<file path="src/rtl/motor_cmd_pkg.sv">
// Shared types and constants for the motor command sequencer: command modes,
// commutation-controller codes, broadcast index and per-channel state encoding.
package motor_cmd_pkg;

    typedef enum logic [1:0] {
        MODE_CW     = 2'b00,
        MODE_CCW    = 2'b01,
        MODE_BRK_HI = 2'b10,
        MODE_BRK_LO = 2'b11
    } mode_e;

    localparam logic [2:0] CC_COAST  = 3'b000;
    localparam logic [2:0] CC_CW     = 3'b010;
    localparam logic [2:0] CC_CCW    = 3'b100;
    localparam logic [2:0] CC_BRK_HI = 3'b110;
    localparam logic [2:0] CC_BRK_LO = 3'b001;

    localparam logic [5:0] BCAST_IDX = 6'h3F;

    typedef enum logic [2:0] {
        ST_COAST    = 3'd0,
        ST_CW       = 3'd1,
        ST_CCW      = 3'd2,
        ST_BRK_HI   = 3'd3,
        ST_BRK_LO   = 3'd4,
        ST_DEADTIME = 3'd5
    } chan_state_e;

    // Dead-time is a low-side brake as far as the commutation controller is concerned.
    function automatic logic [2:0] state_to_cc(input chan_state_e st);
        logic [2:0] cc;
        case (st)
            ST_CW:       cc = CC_CW;
            ST_CCW:      cc = CC_CCW;
            ST_BRK_HI:   cc = CC_BRK_HI;
            ST_BRK_LO:   cc = CC_BRK_LO;
            ST_DEADTIME: cc = CC_BRK_LO;
            default:     cc = CC_COAST;
        endcase
        return cc;
    endfunction

endpackage

</file>
<file path="src/rtl/motor_chan_fsm.sv">
// One motor channel: mode state machine with dead-time braking on direction
// reversal, pending-direction register and saturating dead-time counter.
module motor_chan_fsm
    import motor_cmd_pkg::*;
#(
    parameter int DEADTIME_CYC = 1000
) (
    input  logic       clk,
    input  logic       rst,
    input  logic       cmd_valid,
    input  mode_e      cmd_mode,
    input  logic       force_brake,
    output logic [2:0] cc,
    output logic       busy
);

    localparam int CNT_W = $clog2(DEADTIME_CYC + 1);
    localparam logic [CNT_W-1:0] CNT_LAST = CNT_W'(DEADTIME_CYC - 1);
    localparam logic [CNT_W-1:0] CNT_ONE  = CNT_W'(1);

    chan_state_e      state_q, state_d;
    logic             pend_ccw_q, pend_ccw_d;
    logic [CNT_W-1:0] cnt_q, cnt_d;
    logic [2:0]       cc_q, cc_d;
    logic             busy_q, busy_d;
    logic             want_ccw_s;
    logic             restart_s;

    // Next-state, pending direction and dead-time counter.
    always_comb begin
        state_d    = state_q;
        pend_ccw_d = pend_ccw_q;
        cnt_d      = cnt_q;
        want_ccw_s = (cmd_mode == MODE_CCW);
        restart_s  = 1'b0;

        if (force_brake) begin
            state_d = ST_BRK_LO;
            cnt_d   = '0;
        end else if (cmd_valid) begin
            case (cmd_mode)
                MODE_BRK_HI: begin
                    state_d = ST_BRK_HI;
                    cnt_d   = '0;
                end
                MODE_BRK_LO: begin
                    state_d = ST_BRK_LO;
                    cnt_d   = '0;
                end
                MODE_CW, MODE_CCW: begin
                    if (state_q == ST_DEADTIME) begin
                        // Only a change of mind restarts the interval.
                        if (want_ccw_s != pend_ccw_q) begin
                            pend_ccw_d = want_ccw_s;
                            cnt_d      = '0;
                            restart_s  = 1'b1;
                        end else begin
                            restart_s  = 1'b0;
                        end
                    end else if ((state_q == ST_CW && want_ccw_s) ||
                                 (state_q == ST_CCW && !want_ccw_s)) begin
                        state_d    = ST_DEADTIME;
                        pend_ccw_d = want_ccw_s;
                        cnt_d      = '0;
                    end else begin
                        state_d = want_ccw_s ? ST_CCW : ST_CW;
                    end
                end
                default: state_d = state_q;
            endcase
        end else begin
            state_d = state_q;
        end

        // Exit happens on the last count, so the counter never passes terminal.
        if (state_q == ST_DEADTIME && state_d == ST_DEADTIME && !restart_s) begin
            if (cnt_q >= CNT_LAST) begin
                state_d = pend_ccw_q ? ST_CCW : ST_CW;
                cnt_d   = '0;
            end else begin
                cnt_d = cnt_q + CNT_ONE;
            end
        end else begin
            cnt_d = cnt_d;
        end

        cc_d   = state_to_cc(state_d);
        busy_d = (state_d == ST_DEADTIME);
    end

    // Channel state and registered outputs.
    always_ff @(posedge clk or posedge rst) begin
        if (rst) begin
            state_q    <= ST_COAST;
            pend_ccw_q <= 1'b0;
            cnt_q      <= '0;
            cc_q       <= CC_COAST;
            busy_q     <= 1'b0;
        end else begin
            state_q    <= state_d;
            pend_ccw_q <= pend_ccw_d;
            cnt_q      <= cnt_d;
            cc_q       <= cc_d;
            busy_q     <= busy_d;
        end
    end

    assign cc   = cc_q;
    assign busy = busy_q;

endmodule

</file>
<file path="src/rtl/motor_cmd_sequencer.sv">
// UART command byte decoder driving NUM_MOTORS channel state machines.
// Optional link-loss watchdog enabled with `define MOTOR_WDOG_EN.
module motor_cmd_sequencer
    import motor_cmd_pkg::*;
#(
    parameter int NUM_MOTORS   = 4,
    parameter int DEADTIME_CYC = 1000,
    parameter int WDOG_CYC     = 1000000
) (
    input  logic                    clk,
    input  logic                    rst,
    input  logic [7:0]              rx_data,
    input  logic                    rx_valid,
    output logic [3*NUM_MOTORS-1:0] cc_out,
    output logic [NUM_MOTORS-1:0]   busy,
    output logic                    cmd_err,
    output logic                    wdog_trip
);

    if (NUM_MOTORS < 1 || NUM_MOTORS > 63 || DEADTIME_CYC < 1 || WDOG_CYC < 1) begin : g_bad_param
        $error("motor_cmd_sequencer: parameter out of range");
    end

    logic [5:0]            idx_s;
    mode_e                 mode_s;
    logic                  bcast_s;
    logic                  idx_ok_s;
    logic [NUM_MOTORS-1:0] sel_s;
    logic                  force_brake_s;
    logic                  cmd_err_q, cmd_err_d;

    assign idx_s    = rx_data[7:2];
    assign mode_s   = mode_e'(rx_data[1:0]);
    assign bcast_s  = (idx_s == BCAST_IDX);
    assign idx_ok_s = (idx_s < 6'(NUM_MOTORS));

    // Unknown-address detection.
    always_comb begin
        cmd_err_d = rx_valid && !bcast_s && !idx_ok_s;
    end

    // Command error pulse register.
    always_ff @(posedge clk or posedge rst) begin
        if (rst) begin
            cmd_err_q <= 1'b0;
        end else begin
            cmd_err_q <= cmd_err_d;
        end
    end

    assign cmd_err = cmd_err_q;

    for (genvar k = 0; k < NUM_MOTORS; k++) begin : g_chan
        assign sel_s[k] = rx_valid && (bcast_s || idx_s == 6'(k));

        motor_chan_fsm #(
            .DEADTIME_CYC(DEADTIME_CYC)
        ) u_chan (
            .clk        (clk),
            .rst        (rst),
            .cmd_valid  (sel_s[k]),
            .cmd_mode   (mode_s),
            .force_brake(force_brake_s),
            .cc         (cc_out[3*k +: 3]),
            .busy       (busy[k])
        );
    end

`ifdef MOTOR_WDOG_EN
    localparam int WD_W = $clog2(WDOG_CYC + 1);
    localparam logic [WD_W-1:0] WD_TERM = WD_W'(WDOG_CYC);
    localparam logic [WD_W-1:0] WD_ONE  = WD_W'(1);

    logic [WD_W-1:0] wd_cnt_q, wd_cnt_d;
    logic            wdog_trip_q, wdog_trip_d;

    // Idle-cycle counter; any received byte restarts it and beats a same-cycle expiry.
    always_comb begin
        if (rx_valid) begin
            wd_cnt_d = '0;
        end else if (wd_cnt_q != WD_TERM) begin
            wd_cnt_d = wd_cnt_q + WD_ONE;
        end else begin
            wd_cnt_d = wd_cnt_q;
        end
        wdog_trip_d   = !rx_valid && (wd_cnt_d == WD_TERM);
        force_brake_s = wdog_trip_d;
    end

    // Watchdog counter and trip flag.
    always_ff @(posedge clk or posedge rst) begin
        if (rst) begin
            wd_cnt_q    <= '0;
            wdog_trip_q <= 1'b0;
        end else begin
            wd_cnt_q    <= wd_cnt_d;
            wdog_trip_q <= wdog_trip_d;
        end
    end

    assign wdog_trip = wdog_trip_q;
`else
    assign force_brake_s = 1'b0;
    assign wdog_trip     = 1'b0;
`endif

endmodule

</file>
<file path="config.mk">
export PLATFORM = sky130hd
export DESIGN_NAME = motor_cmd_sequencer
export DESIGN_NICKNAME = d
export VERILOG_FILES = /design/src/rtl/motor_cmd_pkg.sv /design/src/rtl/motor_chan_fsm.sv /design/src/rtl/motor_cmd_sequencer.sv
export SDC_FILE = /design/constraint.sdc
export NUM_CORES = 1
export LEC_CHECK = 0
export ABC_AREA = 0
export CAP_MARGIN = 5
export CORE_ASPECT_RATIO = 1.75
export CORE_UTILIZATION = 40
export DETAILED_ROUTE_END_ITERATION = 8
export PLACE_DENSITY = 0.66
export SLEW_MARGIN = 20
export SYNTH_ARGS = -nofsm -noshare
export SYNTH_HDL_FRONTEND = slang
export SYNTH_SLANG_ARGS = --single-unit
export TNS_END_PERCENT = 1
</file>
<file path="constraint.sdc">
create_clock -name clk -period 3.2 [get_ports clk]
set_clock_uncertainty 0.15 [all_clocks]
set_input_delay 0.32 -clock clk [delete_from_list [all_inputs] [get_ports clk]]
set_output_delay 0.32 -clock clk [all_outputs]
set_load 0.02 [all_outputs]
</file>
Run 1, signal wires by layer:
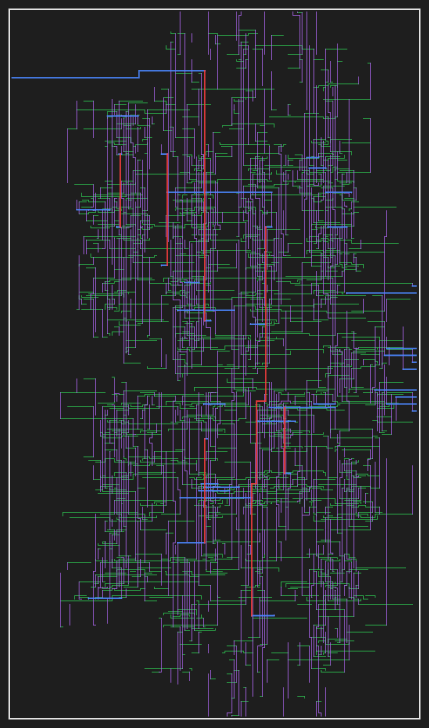
[blue] metal 3 | wire length: 233 um
[purple] metal 2 | wire length: 5350 um
[green] metal 1 | wire length: 3820 um
[red] metal 4 | wire length: 197 um

Run 1, cell classes on the final placement:
Bar = 20 um. Fill, decap, tap and diode cells in grey.
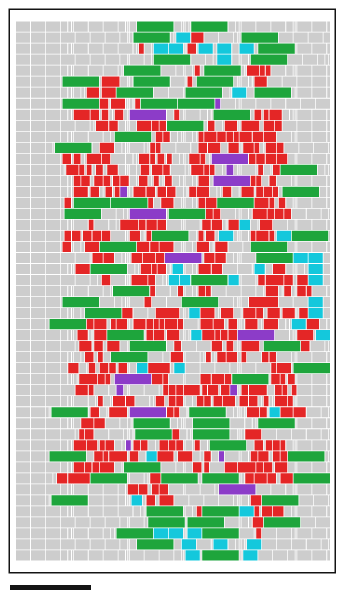
[cyan] remaining buffers and delay cells | cells: 40 | share of their area: 7.7%
[purple] clock drivers and dummy loads | cells: 16 | share of their area: 5.4%
[green] sequential cells | cells: 73 | share of their area: 38%
[red] combinational and other logic | cells: 351 | share of their area: 49%

==> results_slide.txt, run 1 <==
Run Summary

Status
  • Status: completed

CTS
  • Clock Tree Root: clkbuf_16
  • Max Root-Sink Buffers: 2
  • Post-cts hold-fix buffer tally: 0
  • Clock sinks: 73
  • CTS buffer count: 9
  • Clock transition at path regs: 60 ps

Power and ir drop
  • Logic pwr share: 0.274
  • Clock share of power: 0.288
  • Ratio of total power to cell area: 624.5 nW/um^2
  • Sequential share of power: 0.438

Cells and area
  • Layout area overhead: 15.49%
  • Logic area: 2277 um^2
  • Reg area: 1827 um^2
  • Most numerous logic cell after layout: dfrtp_1
  • Largest register FFs: 40
  • Ant diodes: 0

Final timing
  • Top achievable clock speed: 392.8 MHz
  • Worst hold slack: 197.3 ps
  • RSZ-0062 raised after global routing: no
  • Setup ws final: 654.1 ps
  • Pin slew with the least headroom to its limit: 686.6 ps
  • Final Hold Fails: 0

Setup path
  • Cells on worst reg2reg path: 5
  • CP Launch Type: input port
  • CP endpoint: g_chan[2].u_chan.cnt_q[7]
  • Crit path max-delay family: simple AND/OR/NAND/NOR gates
  • Reg2reg end: g_chan[3].u_chan.busy
  • CP Data Required Time: 3260 ps
  • Worst Path Buf+Inv: 1
  • Worst Path Arrival: 2610 ps
  • Cell count along the critical path: 5

Placement
  • Placed cell area: 4674 um^2
  • Cells after DPL: 591
  • Placer Congestion: 0.8210
  • IO buf count: 27
  • Pre-CTS setup slack: 152.4 ps

Yosys
  • Post-synth EDFFs: 0
  • Post-synth top area cell: dfrtp_1
  • Post-synthesis adder-cell area fraction: 0.01171
  • Synth Cell Area: 4274 um^2
  • Commonest cells in the synthesized netlist: dfrtp_1, nor2_1, nand3_1, nand2_1, a21oi_1
  • Syn Inst Count: 445
  • Register bit count reported by yosys: 73
  • Nets at Floorplan: 460

Global route
  • Top Usage Layer GRT: met2
  • Antenna violations before repair: 0
  • Largest net degree at the start of global routing: 30

Die
  • Die Span X: 80.14 um

Detailed routing
  • Metal-1 WL: 3819 um
  • Drt via density: 5.853
  • Drt pass-1 iters: 4
  • DR iter-0 viols: 197
Run 1, placement view:
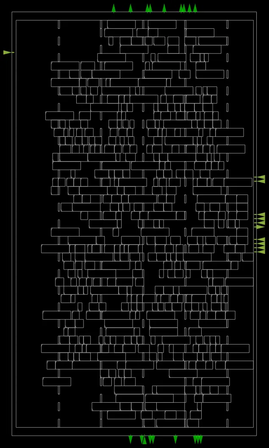
core area: 10360 um^2
FILL cells: 975
num rows: 49
Seq/total area: 0.3701
tapcells inserted: 127

Run 1, met1 routing:
Supply wires on this layer in grey.
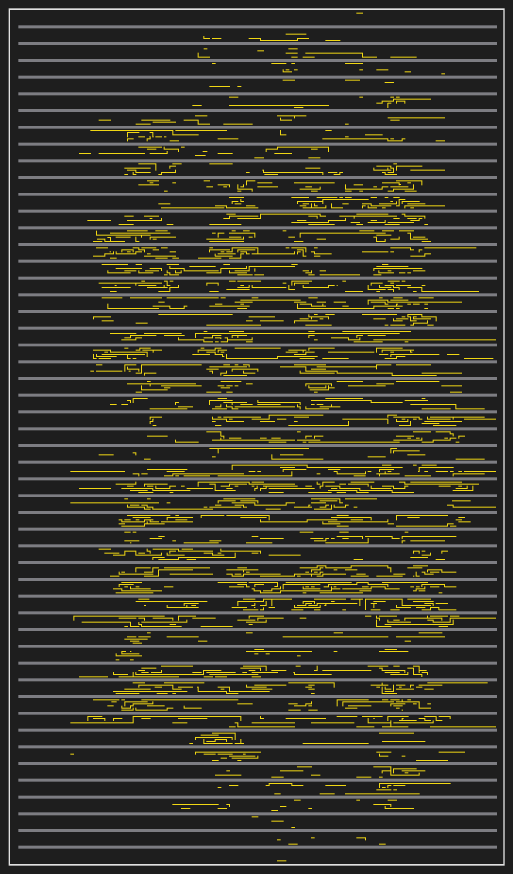
longest straight run: 33.1 um
main direction: horizontal
share of all routed wire: 40%
via total after detailed routing: 3553
total wire length: 9595 um
met1 Use GR: 0.2058

==> run 1: cell type report <==
| type | count | area share |
|---|---|---|
| clock inverter | 4 | 0.004056 |
| timing repair buffer | 40 | 0.07452 |
| inverter | 13 | 0.009886 |
| multi-input combinational | 338 | 0.4613 |
| tap | 127 | 0.03219 |
| sequential | 73 | 0.3701 |
| clock buffer | 12 | 0.04791 |
==> run 1: power groups by stage <==
stage	Clock, uW	Combinational [uW]	Sequential [uW]
2_1_floorplan	0	570	1360
4_1_cts	910	850	1350
3_5_place_dp	0	847	1360
5_1_grt	941	938	1380
3_3_place_gp	0	826	1350
6_report	889	844	1350
==> inputs of run 2 (changes only) <==
--- a/config.mk
+++ b/config.mk
@@ -10,7 +10,7 @@
 export CORE_ASPECT_RATIO = 1.75
 export CORE_UTILIZATION = 40
 export DETAILED_ROUTE_END_ITERATION = 8
-export PLACE_DENSITY = 0.66
+export PLACE_DENSITY = 0.68
 export SLEW_MARGIN = 20
 export SYNTH_ARGS = -nofsm -noshare
 export SYNTH_HDL_FRONTEND = slang
==> constraint.sdc (replaced) <==
create_clock -name clk -period 2.2 [get_ports clk]
set_clock_uncertainty 0.15 [all_clocks]
set_input_delay 0.22 -clock clk [delete_from_list [all_inputs] [get_ports clk]]
set_output_delay 0.22 -clock clk [all_outputs]
set_load 0.02 [all_outputs]
Run 2, met1 routing:
Supply wires on this layer in grey.
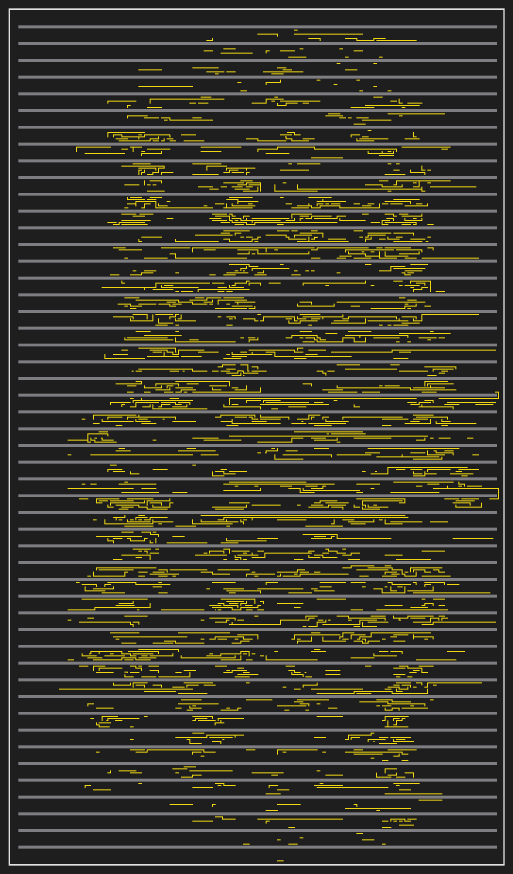
share of all routed wire: 38%
longest straight run: 33.1 um
main direction: horizontal
wire length on this layer: 3980 um

Run 2, placement view:
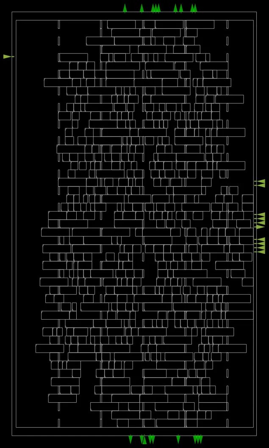
Seq/total area: 0.3249
Layout Cells excl Fill: 665
FILL cells: 902
FFs & Latches: 73
fin util: 0.5427

==> run 2 against run 1 <==
Via count grew 6.1%. Combinational power grew 85%. Wire length grew 9.7%. Global-route usage grew 1.5 points.
==> results_slide.txt, run 2 <==
Run Summary

Status
  • Status: completed

Power and ir drop
  • P_sw: 1619 uW
  • P_int: 3603 uW
  • Seq. pwr: 1930 uW
  • Pwr top: sequential cells
  • Power Clock: 1730 uW
  • Logic pwr share: 0.299
  • Total power: 5222 uW
  • Ratio of total power to cell area: 928.7 nW/um^2
  • Pleak: 0.002454 uW
  • Peak supply drop: 462.1 uV
  • Clock share of power: 0.332
  • Comb pwr: 1560 uW
  • Sequential share of power: 0.369

Setup path
  • Cells on worst reg2reg path: 7
  • Crit path launch: rx_valid
  • CP endpoint: g_chan[0].u_chan.cnt_q[5]
  • Reg2reg end: g_chan[2].u_chan.cnt_q[5]
  • CP Launch Type: input port
  • Crit path max-delay family: buffers and inverters
  • Worst Path Buf+Inv: 3
  • CP peak stage delay: 560 ps
  • CP Data Required Time: 2260 ps
  • Crit path cell chain: clkdlybuf4s50_1 > or3b_2 > o22ai_2 > a211oi_4 > buf_12 > buf_4 > a221o_1
  • Reg2reg setup slack: 100 ps
  • Max stage delay cell, worst path: clkdlybuf4s50_1
  • Cell count along the critical path: 7
  • Worst Path Arrival: 2250 ps

Cells and area
  • Nets: 548
  • Ant diodes: 0
  • Largest register FFs: 40
  • Logic area: 2371 um^2
  • Most numerous logic cell after layout: dfrtp_1
  • Reg area: 1827 um^2
  • Layout area overhead: 31.56%

Detailed routing
  • Total wire length: 10530 um
  • Drt via density: 5.666
  • Drt pass-1 iters: 4
  • Via total after detailed routing: 3768
  • DR iter-0 viols: 231

Placement
  • Pre-CTS setup slack: -516.5 ps
  • Placer Congestion: 0.8918
  • HPWL after DPL: 7567 um
  • IO buf count: 27
  • Cells after DPL: 644
  • Placed cell area: 5101 um^2

Yosys
  • Post-synthesis adder-cell area fraction: 0.01171
  • Post-synthesis mux area share: 0.01756
  • Post-synth seq share: 0.4274
  • Commonest cells in the synthesized netlist: dfrtp_1, nor2_1, nand3_1, nand2_1, a21oi_1
  • Post-synth top area cell: dfrtp_1
  • Syn Inst Count: 445
  • Synth Cell Area: 4274 um^2
  • Register bit count reported by yosys: 73
  • Yosys Instances: 445
  • Nets at Floorplan: 460
  • Synthesized area per cell: 9.605 um^2
  • Xor+xnor area frac: 0.03279
  • Top-area cell share: 0.4274
  • Post-synth EDFFs: 0

Global route
  • Antenna violations before repair: 0
  • Met1 Use GR: 0.2014
  • Top Usage Layer GRT: met2
  • First-pass GRT wire length: 17480 um
  • Gr usage total: 0.2025
  • Largest net degree at the start of global routing: 74

Die
  • Die H: 138.7 um
  • Num rows: 49
  • Core area: 10360 um^2
  • Die Span X: 80.14 um

Final timing
  • Top achievable clock speed: 457.6 MHz
  • Worst hold slack: 174.7 ps
  • Setup ws final: 14.83 ps
  • Final Hold Fails: 0
  • Pin slew with the least headroom to its limit: 498.9 ps
  • Final Max Slew Viols: 0
  • RSZ-0062 raised after global routing: yes
  • Setup TNS: 0 ps

CTS
  • Max Root-Sink Buffers: 2
  • Clk ins delay skew pair: 340 ps
  • Clock transition at path regs: 60 ps
  • Clock Tree Root: clkbuf_16
  • CTS buffer count: 9
  • Clock sinks: 73
==> run 2: cells by family after synthesis <==
kind of cell	after synthesis
fa+ha+maj	4
flops	73
compound gates	135
other cells	1
buf+inv	34
xor+xnor	16
mux	7
simple gates	175
==> run 2: repair_timing <==
action                                  in CTS  in global routing
endpoints found under the setup margin      17                 31
hold endpoints to repair                     0                  0
pin swaps                                    0                  3
setup buffers                                0                  4
cloned                                       0                  1
hold buffers                                 0                  0
gates resized                               10                 20
==> run 2: metal layers <==
layer	wire, um	up-vias
met2	6073	49
li1	-	1844
met5	0	-
met4	236	0
met1	3979	1862
met3	239	13
==> run 2: layout make-up <==
cell class,count,area share
flip-flops and latches,73,0.3249
clock inverters,4,0.01758
repair buffers,98,0.1526
clock buffers,12,0.04562
well taps,127,0.02826
multi-input cells,338,0.4217
inverters,13,0.009346
==> inputs of run 3 (changes only) <==
--- a/config.mk
+++ b/config.mk
@@ -10,6 +10,7 @@
 export CORE_ASPECT_RATIO = 1.75
 export CORE_UTILIZATION = 40
 export DETAILED_ROUTE_END_ITERATION = 8
+export GPL_TIMING_DRIVEN = 1
 export PLACE_DENSITY = 0.68
 export SLEW_MARGIN = 20
 export SYNTH_ARGS = -nofsm -noshare
==> constraint.sdc (replaced) <==
create_clock -name clk -period 1.8 [get_ports clk]
set_clock_uncertainty 0.15 [all_clocks]
set_input_delay 0.18 -clock clk [delete_from_list [all_inputs] [get_ports clk]]
set_output_delay 0.18 -clock clk [all_outputs]
set_load 0.02 [all_outputs]
Run 3, wire density map:
16 x 28 tiles, from black (low) to pale yellow (high), scaled to the fullest tile. Values are wire area over tile area, all layers added.
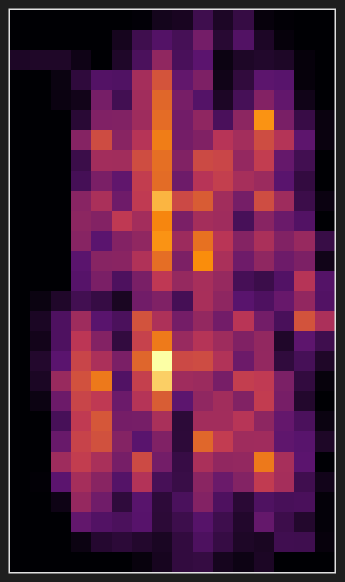
densest ninth of the die: middle
nearly empty tiles: 21%
mean over tiles: 0.18
tiles over half the peak: 13%
gr usage total: 0.2383
via total after detailed routing: 4257
DR WL/cell: 16.95 um
total wire length: 12500 um

Run 3, met1 routing:
Supply wires on this layer in grey.
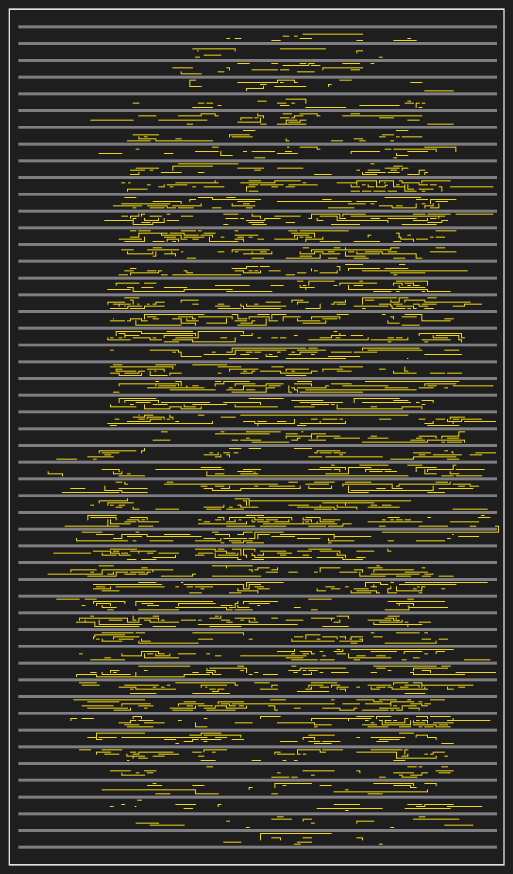
share of all routed wire: 36%
wire length on this layer: 4460 um
main direction: horizontal
met1 Use GR: 0.2380

==> run 3 against run 2 <==
The run now ends with setup timing left. Largest power group is now combinational logic. Core utilization rose by 8.2 points. Wire length rose by 19%. Critical endpoint is now g_chan[1].u_chan.cc[2]. Via count rose by 13%. Combinational power rose by 77%. Largest cell class unchanged.
==> results_slide.txt, run 3 <==
Run Summary

Detailed routing
  • Met2 WL: 7248 um
  • DR iter-0 viols: 325
  • Met3 wire length: 346 um

Placement
  • HPWL after DPL: 8517 um
  • Placer Congestion: 0.8800

Yosys
  • Post-synth EDFFs: 0
  • Post-synth top area cell: dfrtp_1
  • Top-area cell share: 0.4274
  • Commonest cells in the synthesized netlist: dfrtp_1, nor2_1, nand3_1, nand2_1, a21oi_1

Setup path
  • Worst Path Arrival: 2090 ps
  • Cell count along the critical path: 7
  • Reg2reg end: g_chan[1].u_chan.cc[2]
  • CP peak stage delay: 400 ps
  • Crit path cell chain: ha_2 > a211oi_2 > or3_4 > buf_6 > a211oi_4 > nand3_1 > a21bo_2
  • Cells on worst reg2reg path: 7
  • CP endpoint: g_chan[1].u_chan.cc[2]
  • Worst Path Buf+Inv: 1
  • CP Launch Type: register
  • Crit path launch: g_chan[1].u_chan.cnt_q[0]
  • Reg2reg setup slack: -150 ps
  • Crit path max-delay family: simple AND/OR/NAND/NOR gates
  • CP Data Required Time: 1930 ps

Cells and area
  • Signal buffers: 169
  • Inverters: 13
  • Layout clock area frac: 0.04386
  • Layout area overhead: 51.52%
  • Most numerous logic cell after layout: buf_4
  • Comb area share: 0.4210
  • FFs & Latches: 73
  • Clk_buf instances: 12
  • Largest register FFs: 40

Final timing
  • Final setup viols: 47
  • Setup ws final: -153.7 ps
  • Final Hold Fails: 0
  • Top achievable clock speed: 511.9 MHz
  • Final Max Slew Viols: 0
  • Setup TNS: -3297 ps
  • Worst hold slack: 32.13 ps

Power and ir drop
  • P_sw: 2297 uW
  • P_int: 4467 uW
  • Ratio of total power to cell area: 1045 nW/um^2
  • Sequential share of power: 0.339

CTS
  • Cts repair resizes: 104
  • Post-cts hold-fix buffer tally: 0
  • Setup Fix Bufs, Post-CTS: 12

Global route
  • Largest net degree at the start of global routing: 31

Status
  • Status: finished with violations
  • Failing checks: setup timing

Die
  • Num rows: 49
  • Tapcells inserted: 127
## run 3: cell types whose count changed in the layout (fill, tap and decap cells not counted), sizes merged, moves of 3 or more
cell / change
clkinvlp: +3
clkdlybuf4s50: -5
dlymetal6s2s: -3
buf: +74
bufinv: -3
dlygate4sd2: +4
## run 3: power by group through the flow
| stage | logic, uW | registers (uW) | clock network (uW) |
|---|---|---|---|
| finish | 2760 | 2300 | 1710 |
| global route | 2990 | 2340 | 1810 |
| CTS | 2630 | 2270 | 1730 |
| detailed placement | 2320 | 2260 | 0 |
| global placement | 2240 | 2240 | 0 |
| floorplan | 1010 | 2410 | 0 |
## run 3: layer usage
layer,vias up,track usage
li1,1991,-
met1,2134,0.2380
met2,92,0.4561
met3,40,0.03947
met4,0,0.1147
met5,-,0
Power figures rest on the tool's default switching activity, not on a simulated workload.
